$ cat src/rtl/mod16_seq_ctrl.sv
// mod16_seq_ctrl: command-driven sequencer around a mod-2^WIDTH up-counter
module mod16_seq_ctrl #(
    parameter int WIDTH      = 4,
    parameter int DEFAULT_TC = 15
) (
    input  logic             clk,
    input  logic             rst,
    input  logic             cmd_valid,
    output logic             cmd_ready,
    input  logic [1:0]       cmd_op,
    input  logic [WIDTH-1:0] cmd_tc,
    output logic [WIDTH-1:0] q,
    output logic             busy,
    output logic             paused,
    output logic             done,
    output logic             wrap
);
    typedef enum logic [1:0] {IDLE, RUN, PAUSE, DONE} state_t;
    localparam logic [1:0] OP_STOP = 2'b10;
    state_t           state_q, state_d;
    logic [WIDTH-1:0] q_q, q_d, tc_q, tc_d;
    logic             cont_q, cont_d, wrap_q, wrap_d, acc;
    // next state and datapath; a START from any accepting state restarts the run and drops any pending wrap
    always_comb begin
        state_d = state_q;
        q_d     = q_q;
        tc_d    = tc_q;
        cont_d  = cont_q;
        wrap_d  = 1'b0;
        acc     = cmd_valid && (state_q != DONE);
        if (acc && !cmd_op[1]) begin
            state_d = RUN;
            q_d     = '0;
            tc_d    = cmd_tc;
            cont_d  = cmd_op[0];
        end else begin
            case (state_q)
                RUN: begin
                    if (acc) begin
                        state_d = (cmd_op == OP_STOP) ? IDLE : PAUSE;
                        q_d     = (cmd_op == OP_STOP) ? '0 : q_q;
                    end else if (q_q < tc_q) begin
                        q_d = q_q + 1'b1;
                    end else if (cont_q) begin
                        q_d    = '0;
                        wrap_d = 1'b1;
                    end else begin
                        state_d = DONE;
                    end
                end
                PAUSE: begin
                    if (acc) begin
                        state_d = (cmd_op == OP_STOP) ? IDLE : RUN;
                        q_d     = (cmd_op == OP_STOP) ? '0 : q_q;
                    end
                end
                DONE: state_d = IDLE;
                default: ;
            endcase
        end
    end
    // state and datapath registers, cleared asynchronously
    always_ff @(posedge clk or negedge rst) begin
        if (!rst) begin
            state_q <= IDLE;
            q_q     <= '0;
            tc_q    <= WIDTH'(DEFAULT_TC);
            cont_q  <= 1'b0;
            wrap_q  <= 1'b0;
        end else begin
            state_q <= state_d;
            q_q     <= q_d;
            tc_q    <= tc_d;
            cont_q  <= cont_d;
            wrap_q  <= wrap_d;
        end
    end
    assign q         = q_q;
    assign busy      = (state_q == RUN) || (state_q == PAUSE);
    assign paused    = (state_q == PAUSE);
    assign done      = (state_q == DONE);
    assign wrap      = wrap_q;
    assign cmd_ready = (state_q != DONE);
endmodule

$ cat config.mk
export PLATFORM = sky130hd
export DESIGN_NAME = mod16_seq_ctrl
export DESIGN_NICKNAME = d
export VERILOG_FILES = /design/src/rtl/mod16_seq_ctrl.sv
export SDC_FILE = /design/constraint.sdc
export NUM_CORES = 1
export LEC_CHECK = 0
export CAP_MARGIN = 25
export CORE_MARGIN = 3
export CORE_UTILIZATION = 52
export CTS_BUF_LIST = sky130_fd_sc_hd__clkbuf_4
export DETAILED_ROUTE_END_ITERATION = 7
export PLACE_DENSITY = 0.81
export SYNTH_ARGS = -nofsm -noshare
export SYNTH_HDL_FRONTEND = slang
export SYNTH_SLANG_ARGS = --single-unit
$ cat constraint.sdc
create_clock -name clk -period 2.27 [get_ports clk]
set_input_delay 0.3405 -clock clk [delete_from_list [all_inputs] [get_ports clk]]
set_output_delay 0.3405 -clock clk [all_outputs]
set_load 0.005 [all_outputs]
Fig. 1: routed clock nets over the placement
The bar under the picture is 10 µm long.
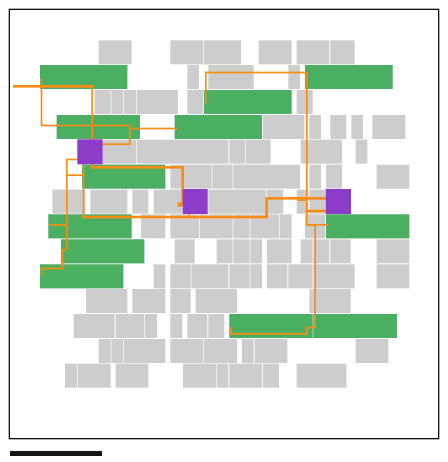
[cells driving clock nets] purple | count: 3
[clock wires] orange | length: 180 µm
[flip-flops] green | count: 12
routed clock nets: 4

Fig. 2: sequential cells grouped by signal name
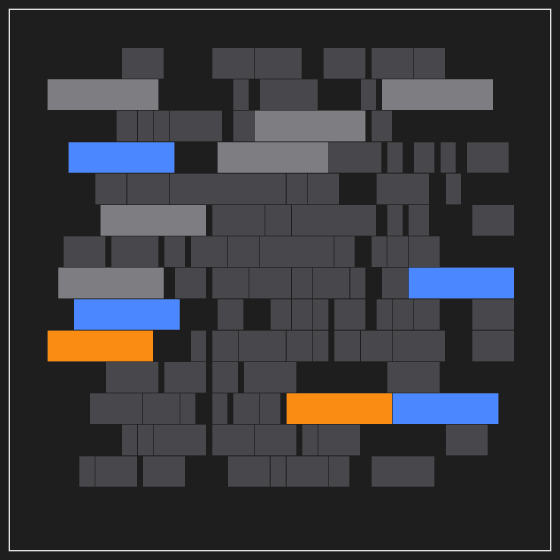
| signal | color | placed flops |
|---|---|---|
| state_q | orange | 2 |
| q | blue | 4 |
not colored: 6

==> impl_metrics.env <==
# physical design summary
export IMPL_fin_cells=123
export IMPL_wl_met1_um=864
export IMPL_top_cells_by_count="8 x dfrtp_1, 8 x inv_1, 8 x nand2_1"
export IMPL_first_iter_violations=23
export IMPL_top_power_group="combinational cells"
export IMPL_topCellsByArea="dfrtp_1 23%, dfstp_2 12%, ha_1 10%"
export IMPL_required_ns=1.93
export IMPL_utilization_pct=70.3
export IMPL_drt_vias_per_instance=5.73
export IMPL_crit_end="paused"
export IMPL_seq_share_pct=28.2
export IMPL_p_clk_w=0.000138
export IMPL_grt_pass1_vias=709
export IMPL_nets=124
export IMPL_chip_area_mm2=0.00219
export IMPL_comb_share_pct=48.4
export IMPL_p_int_w=0.000907
export IMPL_numPortBuffers=17
export IMPL_area_growth_pct=25.3
export IMPL_status="finished, final reports clean"
export IMPL_synth_nets=102
